[config.mk]
export PLATFORM = sky130hd
export DESIGN_NAME = eva_ahb2apb_flat
export DESIGN_NICKNAME = d
export VERILOG_FILES = /design/src/rtl/eva_ahb2apb_pkg.sv /design/src/rtl/eva_ahb2apb_if.sv /design/src/rtl/eva_apb_timeout.sv /design/src/rtl/eva_ahb2apb.sv /design/src/flat_wrapper.sv
export SDC_FILE = /design/constraint.sdc
export NUM_CORES = 1
export LEC_CHECK = 0
export CORE_MARGIN = 5
export CORE_UTILIZATION = 36
export DETAILED_ROUTE_END_ITERATION = 8
export HOLD_SLACK_MARGIN = 0.03
export PLACE_DENSITY = 0.77
export SETUP_SLACK_MARGIN = 0.5
export SYNTH_ARGS = -nofsm -noshare
export SYNTH_HDL_FRONTEND = slang
export SYNTH_SLANG_ARGS = --single-unit
[constraint.sdc]
create_clock -name hclk -period 2.03 [get_ports hclk]
set_input_delay 0.5075 -clock hclk [delete_from_list [all_inputs] [get_ports hclk]]
set_output_delay 0.5075 -clock hclk [all_outputs]
set_load 0.01 [all_outputs]
[src/rtl/eva_ahb2apb_pkg.sv]
// Shared AHB definitions: transfer/response encodings, legal size and the
// AHB-to-APB bridge state enum. Later AHB blocks import this package too.
package eva_ahb_pkg;

    localparam logic [1:0] HTRANS_IDLE   = 2'b00;
    localparam logic [1:0] HTRANS_BUSY   = 2'b01;
    localparam logic [1:0] HTRANS_NONSEQ = 2'b10;
    localparam logic [1:0] HTRANS_SEQ    = 2'b11;

    localparam logic [1:0] HRESP_OKAY    = 2'b00;
    localparam logic [1:0] HRESP_ERROR   = 2'b01;

    localparam logic [2:0] HSIZE_WORD    = 3'b010;

    typedef enum logic [2:0] {
        ST_IDLE   = 3'd0,
        ST_WLAT   = 3'd1,
        ST_SETUP  = 3'd2,
        ST_ACCESS = 3'd3,
        ST_ERR1   = 3'd4,
        ST_ERR2   = 3'd5
    } bridge_state_e;

    // Only word-sized, word-aligned transfers reach the APB side.
    function automatic logic is_legal_xfer(input logic [2:0] hsize, input logic [1:0] addr_lo);
        return (hsize == HSIZE_WORD) && (addr_lo == 2'b00);
    endfunction

endpackage

[src/rtl/eva_ahb2apb_if.sv]
// AHB-lite slave side and APB3 master side of the bridge in one bundle.
// slave  : the bridge's view.  master : the bus-function master / APB
// register-slave view used by the environment.
interface eva_ahb2apb_if #(
    parameter int PADDR_W = 16
);
    logic               hsel;
    logic [1:0]         htrans;
    logic               hwrite;
    logic [31:0]        haddr;
    logic [2:0]         hsize;
    logic [31:0]        hwdata;
    logic               hready;
    logic               hreadyout;
    logic [1:0]         hresp;
    logic [31:0]        hrdata;

    logic               psel;
    logic               penable;
    logic               pwrite;
    logic [PADDR_W-1:0] paddr;
    logic [31:0]        pwdata;
    logic [31:0]        prdata;
    logic               pready;
    logic               pslverr;

    modport slave (
        input  hsel, htrans, hwrite, haddr, hsize, hwdata, hready,
        output hreadyout, hresp, hrdata,
        output psel, penable, pwrite, paddr, pwdata,
        input  prdata, pready, pslverr
    );

    modport master (
        output hsel, htrans, hwrite, haddr, hsize, hwdata, hready,
        input  hreadyout, hresp, hrdata,
        input  psel, penable, pwrite, paddr, pwdata,
        output prdata, pready, pslverr
    );
endinterface

[src/rtl/eva_apb_timeout.sv]
// Saturating ACCESS-phase cycle counter. o_expired flags the cycle in which
// the count reaches TIMEOUT; TIMEOUT=0 disables the watchdog entirely.
module eva_apb_timeout #(
    parameter int TIMEOUT = 255
) (
    input  logic hclk,
    input  logic rst_n,
    input  logic i_clr,
    input  logic i_en,
    output logic o_expired
);
    localparam int              CW    = (TIMEOUT > 0) ? $clog2(TIMEOUT + 1) : 1;
    localparam logic [CW-1:0]   LIMIT = CW'(TIMEOUT);

    logic [CW-1:0] r_cnt;

    // Count enabled cycles, clear on request, stick at LIMIT instead of wrapping.
    always_ff @(posedge hclk) begin
        if (!rst_n) begin
            r_cnt <= '0;
        end else if (i_clr) begin
            r_cnt <= '0;
        end else if (i_en && (r_cnt != LIMIT)) begin
            r_cnt <= r_cnt + CW'(1);
        end
    end

    generate
        if (TIMEOUT == 0) begin : g_off
            assign o_expired = 1'b0;
        end else begin : g_on
            // Asserted when this enabled cycle is the one that brings the count to LIMIT.
            assign o_expired = i_en && (r_cnt >= (LIMIT - CW'(1)));
        end
    endgenerate

endmodule

[src/rtl/eva_ahb2apb.sv]
// AHB-lite slave to APB3 master bridge. One single-beat word transfer at a
// time: AHB is held with wait states until the APB slave completes, errors
// are returned as the two-cycle AHB ERROR response.
module eva_ahb2apb
    import eva_ahb_pkg::*;
#(
    parameter int PADDR_W = 16,
    parameter int TIMEOUT = 255
) (
    input  logic           hclk,
    input  logic           rst_n,
    eva_ahb2apb_if.slave   bus
);
    bridge_state_e      r_state;
    bridge_state_e      w_state_nxt;

    logic               r_hreadyout;
    logic [1:0]         r_hresp;
    logic [31:0]        r_hrdata;
    logic               r_psel;
    logic               r_penable;
    logic               r_pwrite;
    logic [PADDR_W-1:0] r_paddr;
    logic [31:0]        r_pwdata;

    logic               w_req;
    logic               w_legal;
    logic               w_load;
    logic               w_expired;
    logic               w_rd_done;

    assign w_req     = bus.hsel && bus.hready && bus.htrans[1];
    assign w_legal   = is_legal_xfer(bus.hsize, bus.haddr[1:0]);
    assign w_rd_done = (r_state == ST_ACCESS) && bus.pready && !bus.pslverr && !r_pwrite;

    eva_apb_timeout #(
        .TIMEOUT   (TIMEOUT)
    ) u_timeout (
        .hclk      (hclk),
        .rst_n     (rst_n),
        .i_clr     (r_state == ST_SETUP),
        .i_en      (r_state == ST_ACCESS),
        .o_expired (w_expired)
    );

    // Next-state decode; a completed pready wins over an expiring watchdog.
    always_comb begin
        w_state_nxt = r_state;
        w_load      = 1'b0;
        case (r_state)
            ST_IDLE, ST_ERR2: begin
                if (w_req) begin
                    if (w_legal) begin
                        w_load = 1'b1;
                        if (bus.hwrite) begin
                            w_state_nxt = ST_WLAT;
                        end else begin
                            w_state_nxt = ST_SETUP;
                        end
                    end else begin
                        w_state_nxt = ST_ERR1;
                    end
                end else begin
                    w_state_nxt = ST_IDLE;
                end
            end
            ST_WLAT:   w_state_nxt = ST_SETUP;
            ST_SETUP:  w_state_nxt = ST_ACCESS;
            ST_ACCESS: begin
                if (bus.pready) begin
                    if (bus.pslverr) begin
                        w_state_nxt = ST_ERR1;
                    end else begin
                        w_state_nxt = ST_IDLE;
                    end
                end else if (w_expired) begin
                    w_state_nxt = ST_ERR1;
                end else begin
                    w_state_nxt = ST_ACCESS;
                end
            end
            ST_ERR1:   w_state_nxt = ST_ERR2;
            default:   w_state_nxt = ST_IDLE;
        endcase
    end

    // State and all bus outputs registered from the state being entered.
    always_ff @(posedge hclk) begin
        if (!rst_n) begin
            r_state     <= ST_IDLE;
            r_hreadyout <= 1'b1;
            r_hresp     <= HRESP_OKAY;
            r_hrdata    <= 32'h0000_0000;
            r_psel      <= 1'b0;
            r_penable   <= 1'b0;
            r_pwrite    <= 1'b0;
            r_paddr     <= '0;
            r_pwdata    <= 32'h0000_0000;
        end else begin
            r_state     <= w_state_nxt;
            r_hreadyout <= (w_state_nxt == ST_IDLE) || (w_state_nxt == ST_ERR2);
            r_hresp     <= ((w_state_nxt == ST_ERR1) || (w_state_nxt == ST_ERR2)) ? HRESP_ERROR : HRESP_OKAY;
            r_psel      <= (w_state_nxt == ST_SETUP) || (w_state_nxt == ST_ACCESS);
            r_penable   <= (w_state_nxt == ST_ACCESS);
            if (w_load) begin
                r_paddr  <= bus.haddr[PADDR_W-1:0];
                r_pwrite <= bus.hwrite;
            end
            if (r_state == ST_WLAT) begin
                r_pwdata <= bus.hwdata;
            end
            if (w_rd_done) begin
                r_hrdata <= bus.prdata;
            end
        end
    end

    assign bus.hreadyout = r_hreadyout;
    assign bus.hresp     = r_hresp;
    assign bus.hrdata    = r_hrdata;
    assign bus.psel      = r_psel;
    assign bus.penable   = r_penable;
    assign bus.pwrite    = r_pwrite;
    assign bus.paddr     = r_paddr;
    assign bus.pwdata    = r_pwdata;

endmodule

[src/flat_wrapper.sv]
// flat-port wrapper written by rule: the top's interface ports become plain ports
module eva_ahb2apb_flat import eva_ahb_pkg::*;
#(
    parameter int PADDR_W = 16,
    parameter int TIMEOUT = 255
)
  (hclk, rst_n, bus_hsel, bus_htrans, bus_hwrite, bus_haddr, bus_hsize, bus_hwdata, bus_hready, bus_hreadyout, bus_hresp, bus_hrdata, bus_psel, bus_penable, bus_pwrite, bus_paddr, bus_pwdata, bus_prdata, bus_pready, bus_pslverr);
  eva_ahb2apb_if #(.PADDR_W(PADDR_W)) bus_i ();
  input  logic hclk;
  input  logic rst_n;
  input wire logic [$bits(bus_i.hsel)-1:0] bus_hsel;
  input wire logic [$bits(bus_i.htrans)-1:0] bus_htrans;
  input wire logic [$bits(bus_i.hwrite)-1:0] bus_hwrite;
  input wire logic [$bits(bus_i.haddr)-1:0] bus_haddr;
  input wire logic [$bits(bus_i.hsize)-1:0] bus_hsize;
  input wire logic [$bits(bus_i.hwdata)-1:0] bus_hwdata;
  input wire logic [$bits(bus_i.hready)-1:0] bus_hready;
  output wire logic [$bits(bus_i.hreadyout)-1:0] bus_hreadyout;
  output wire logic [$bits(bus_i.hresp)-1:0] bus_hresp;
  output wire logic [$bits(bus_i.hrdata)-1:0] bus_hrdata;
  output wire logic [$bits(bus_i.psel)-1:0] bus_psel;
  output wire logic [$bits(bus_i.penable)-1:0] bus_penable;
  output wire logic [$bits(bus_i.pwrite)-1:0] bus_pwrite;
  output wire logic [$bits(bus_i.paddr)-1:0] bus_paddr;
  output wire logic [$bits(bus_i.pwdata)-1:0] bus_pwdata;
  input wire logic [$bits(bus_i.prdata)-1:0] bus_prdata;
  input wire logic [$bits(bus_i.pready)-1:0] bus_pready;
  input wire logic [$bits(bus_i.pslverr)-1:0] bus_pslverr;
  assign bus_i.hsel = bus_hsel;
  assign bus_i.htrans = bus_htrans;
  assign bus_i.hwrite = bus_hwrite;
  assign bus_i.haddr = bus_haddr;
  assign bus_i.hsize = bus_hsize;
  assign bus_i.hwdata = bus_hwdata;
  assign bus_i.hready = bus_hready;
  assign bus_hreadyout = bus_i.hreadyout;
  assign bus_hresp = bus_i.hresp;
  assign bus_hrdata = bus_i.hrdata;
  assign bus_psel = bus_i.psel;
  assign bus_penable = bus_i.penable;
  assign bus_pwrite = bus_i.pwrite;
  assign bus_paddr = bus_i.paddr;
  assign bus_pwdata = bus_i.pwdata;
  assign bus_i.prdata = bus_prdata;
  assign bus_i.pready = bus_pready;
  assign bus_i.pslverr = bus_pslverr;
  eva_ahb2apb #(.PADDR_W(PADDR_W), .TIMEOUT(TIMEOUT)) u_core (.hclk(hclk), .rst_n(rst_n), .bus(bus_i));
endmodule
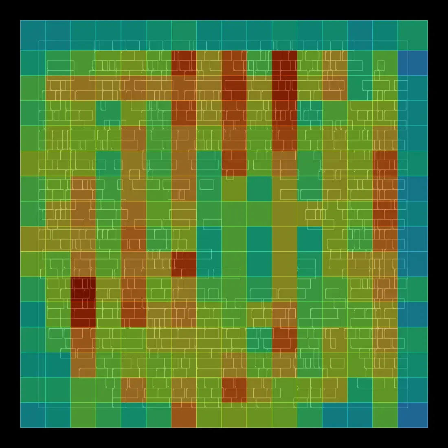
congestion.png
met2 usage: 29.78%
global route hottest layer: met2
wire per inst: 14.99 um
M1 GR Usage: 20.43%

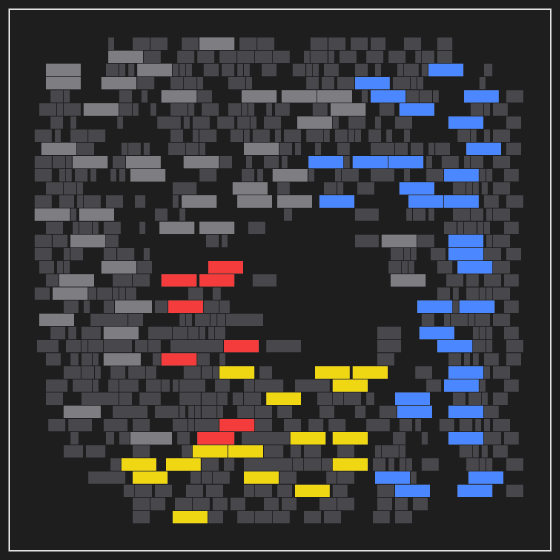
flops_by_reg.png
legend:
  `u_core.bus.hrdata`:
    color: blue
    sequential_cells: 32
    where: a column on the right
  `u_core.u_timeout.r_cnt`:
    color: red
    sequential_cells: 8
  `u_core.bus.paddr`:
    color: yellow
    sequential_cells: 16
    where: bottom center
not colored: 40

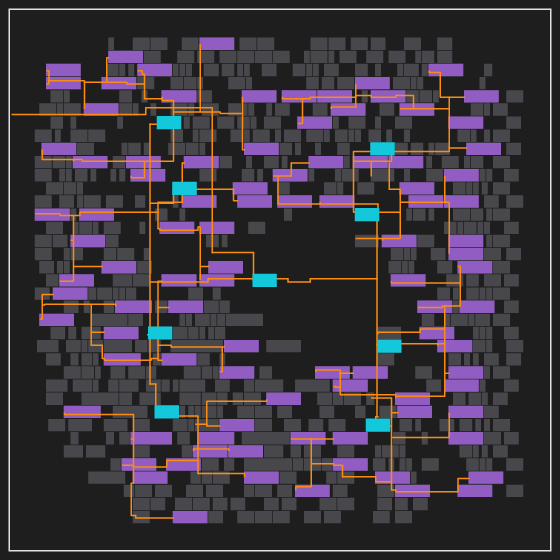
clk_routes.png
legend:
  clock wires:
    color: orange
    length: 1160 um
  clock drivers:
    color: cyan
    count: 9
  flip-flops:
    color: purple
    count: 96
flops lie: all over the die
routed clock nets: 10

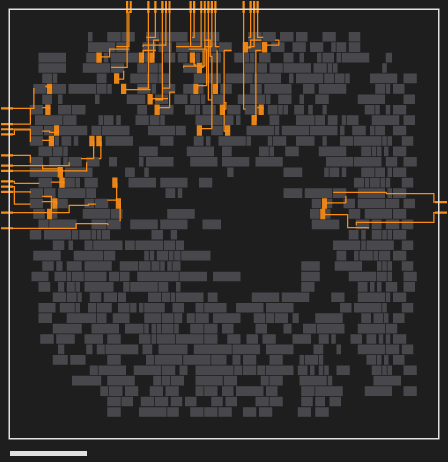
io_fan.png
The bar under the picture is 20 um long.
legend:
  `bus_hwdata`:
    color: orange
    bits: 32
    direction: input
    edge: 18 top, 12 left, 2 right
    end_cells: 32
    wire: 728 um

==> results.txt <==
impl run done, here's what came out: Period Utilization, post-route 87.48%, Dominant cell area share 51.61%, P_int 2.873 mW, Worst Min Path Start u_core.bus.hrdata[4], Core Footprint a little over 10000 um2, Seq pwr share roughly 53%, clock network power share 36.1%, Max IR drop VDD 0.3139 mV, endpoint class of the critical path flop, Slew @ Worst Pin 0.5464 ns, Combinational Gates ~290, mean post-synth cell area around 9 um2, Hold Buf Count CTS 0, setup ws final 0.2542 ns, Complex Gates by Area 15.59%, reg-to-reg critical path startpoint u_core.r_state[1], vias per std cell 4.610, setup slack on the worst flop-to-flop path 0.35 ns, Worst Hold Path EP u_core.bus.hrdata[4], Synth cell types 44, CP peak stage delay ~0.55 ns, RSZ-0062 raised after global routing yes, synthesis area per yosys 3724 um2, # clk buffers 14, switching share of power around 22%, Logic pwr share 11.2%, placed cell area 5619 um2, IO Count 194, clk sinks 96, fin. max-slew vios 0, synth cell count leaders nand2_1 (137), dfxtp_1 (96), a21boi_0 (60), buffer share of cell area a little under a third, count leader, synth nand2_1, register area share after synthesis between 50% and 60%, Inst Count DP 707, initial antenna violation count 0, Clock Latency Late Sink ~0.35 ns, yosys adder share less than 1%, Antenna diodes 0, gpl congestion between 0.8 and 0.9, ANT nets after route 0, CP delay by family, top simple AND/OR/NAND/NOR gates, FP Util a little over a third, CP Launch Type primary input, First-pass DRT Iterations 4, FF-to-FF End u_core.bus.paddr[7], Worst Setup SP bus_hsize[2], data arrival time at the worst-slack endpoint 2.00 ns, final hold violations 0, met2 wire length 5350 um, YS warnings 0, Area Growth Syn to Fin 60.11%, Placement Setup Slack -0.4004 ns, Nets at Floorplan approximately 530, final instance area 5962 um2, met1 WL 4675 um, Setup Viol. Count Final 0, Fill cells 916, most frequent logic cells in the routed design nand2_1 (137), dfxtp_1 (91), clkdlybuf4s50_1 (81), Worst Hold Slack 0.4486 ns, Max-Cap Viols 0, clk root buf clkbuf_8, Comb. pwr 414 uW, crit path to u_core.bus.hreadyout, crit path time final 1.776 ns, met3 Use GR 4.891%, OpenROAD warning count 47, Inverters 1, kind of critical path primary input to flop, mux share of post-synthesis cell area 4.032%, Seq/total area roughly a third, total power per unit cell area 618.8 nW/um2, leading area contributor after synthesis dfxtp_1, most used cell, CP buf_6, PortBufs 175, top cells, area dfxtp_1 (52%), nand2_1 (14%), a21boi_0 (12%), mux2i_1 (4.0%), nor2b_1 (2.5%), CP Depth 6, vias in the first global route approximately 3500, worst-path cell chain buf_6, or4b_4, buf_6, or4_4, or3b_1, a41oi_2, Worst Clk Skew 0.009539 ns, DRT iter0 DRCs 221, share of cells above drive strength 1 9.883%, top cell category sequential cells, Comb area share 29.51%, WL met3 699 um, Final Util roughly 59%, Post-CTS Setup Bufs 6, worst min path class flop to flop, GRT Residual Overflow 0, number of enable flip-flop cells 0, clock slew at reported path FFs 0.08 ns, Die Span X 111.7 um, Slowest cell on crit path or4b_4, HPWL Detailed 7816 um, fin nets 702, Async SR Flop Fraction 0%, Top cell excl fill/tap nand2_1, seq_cells roughly 96, Clock buf/inv share about 3.7%, outcome completed, chip height 111.7 um, global-route wire length before repair 17630 um, CTS max path bufs 2, Rows 37, post-route insts no fill 733, #FFs+latches synth about 96, Tap Cells between 100 and 150, total number of vias 3379, Max Fclk 563.1 MHz, Dominant combinational family simple AND/OR/NAND/NOR gates, Register-to-Register Path Depth 6, register area 1931 um2, CTS tree built, largest net degree at the start of global routing 54, WL final about 11000 um, Buf+Inv Stages, Crit Path 2, setup_tns 0 ns, uppermost layer routed met4, XOR Share, Synth 1.647%, leading power group registers, Clk power 1.33 mW, Net Sw Power 816.0 uW, Critical Path RT around 2.3 ns, cts bufs inserted 9, non-clock buffer count in the final layout 192, H-tree levels 3, Post-CTS Resized 118, Tot Pwr 3.689 mW, die area 12480 um2, Remaining DRCs 0
Power is estimated from default activity; no workload was simulated.
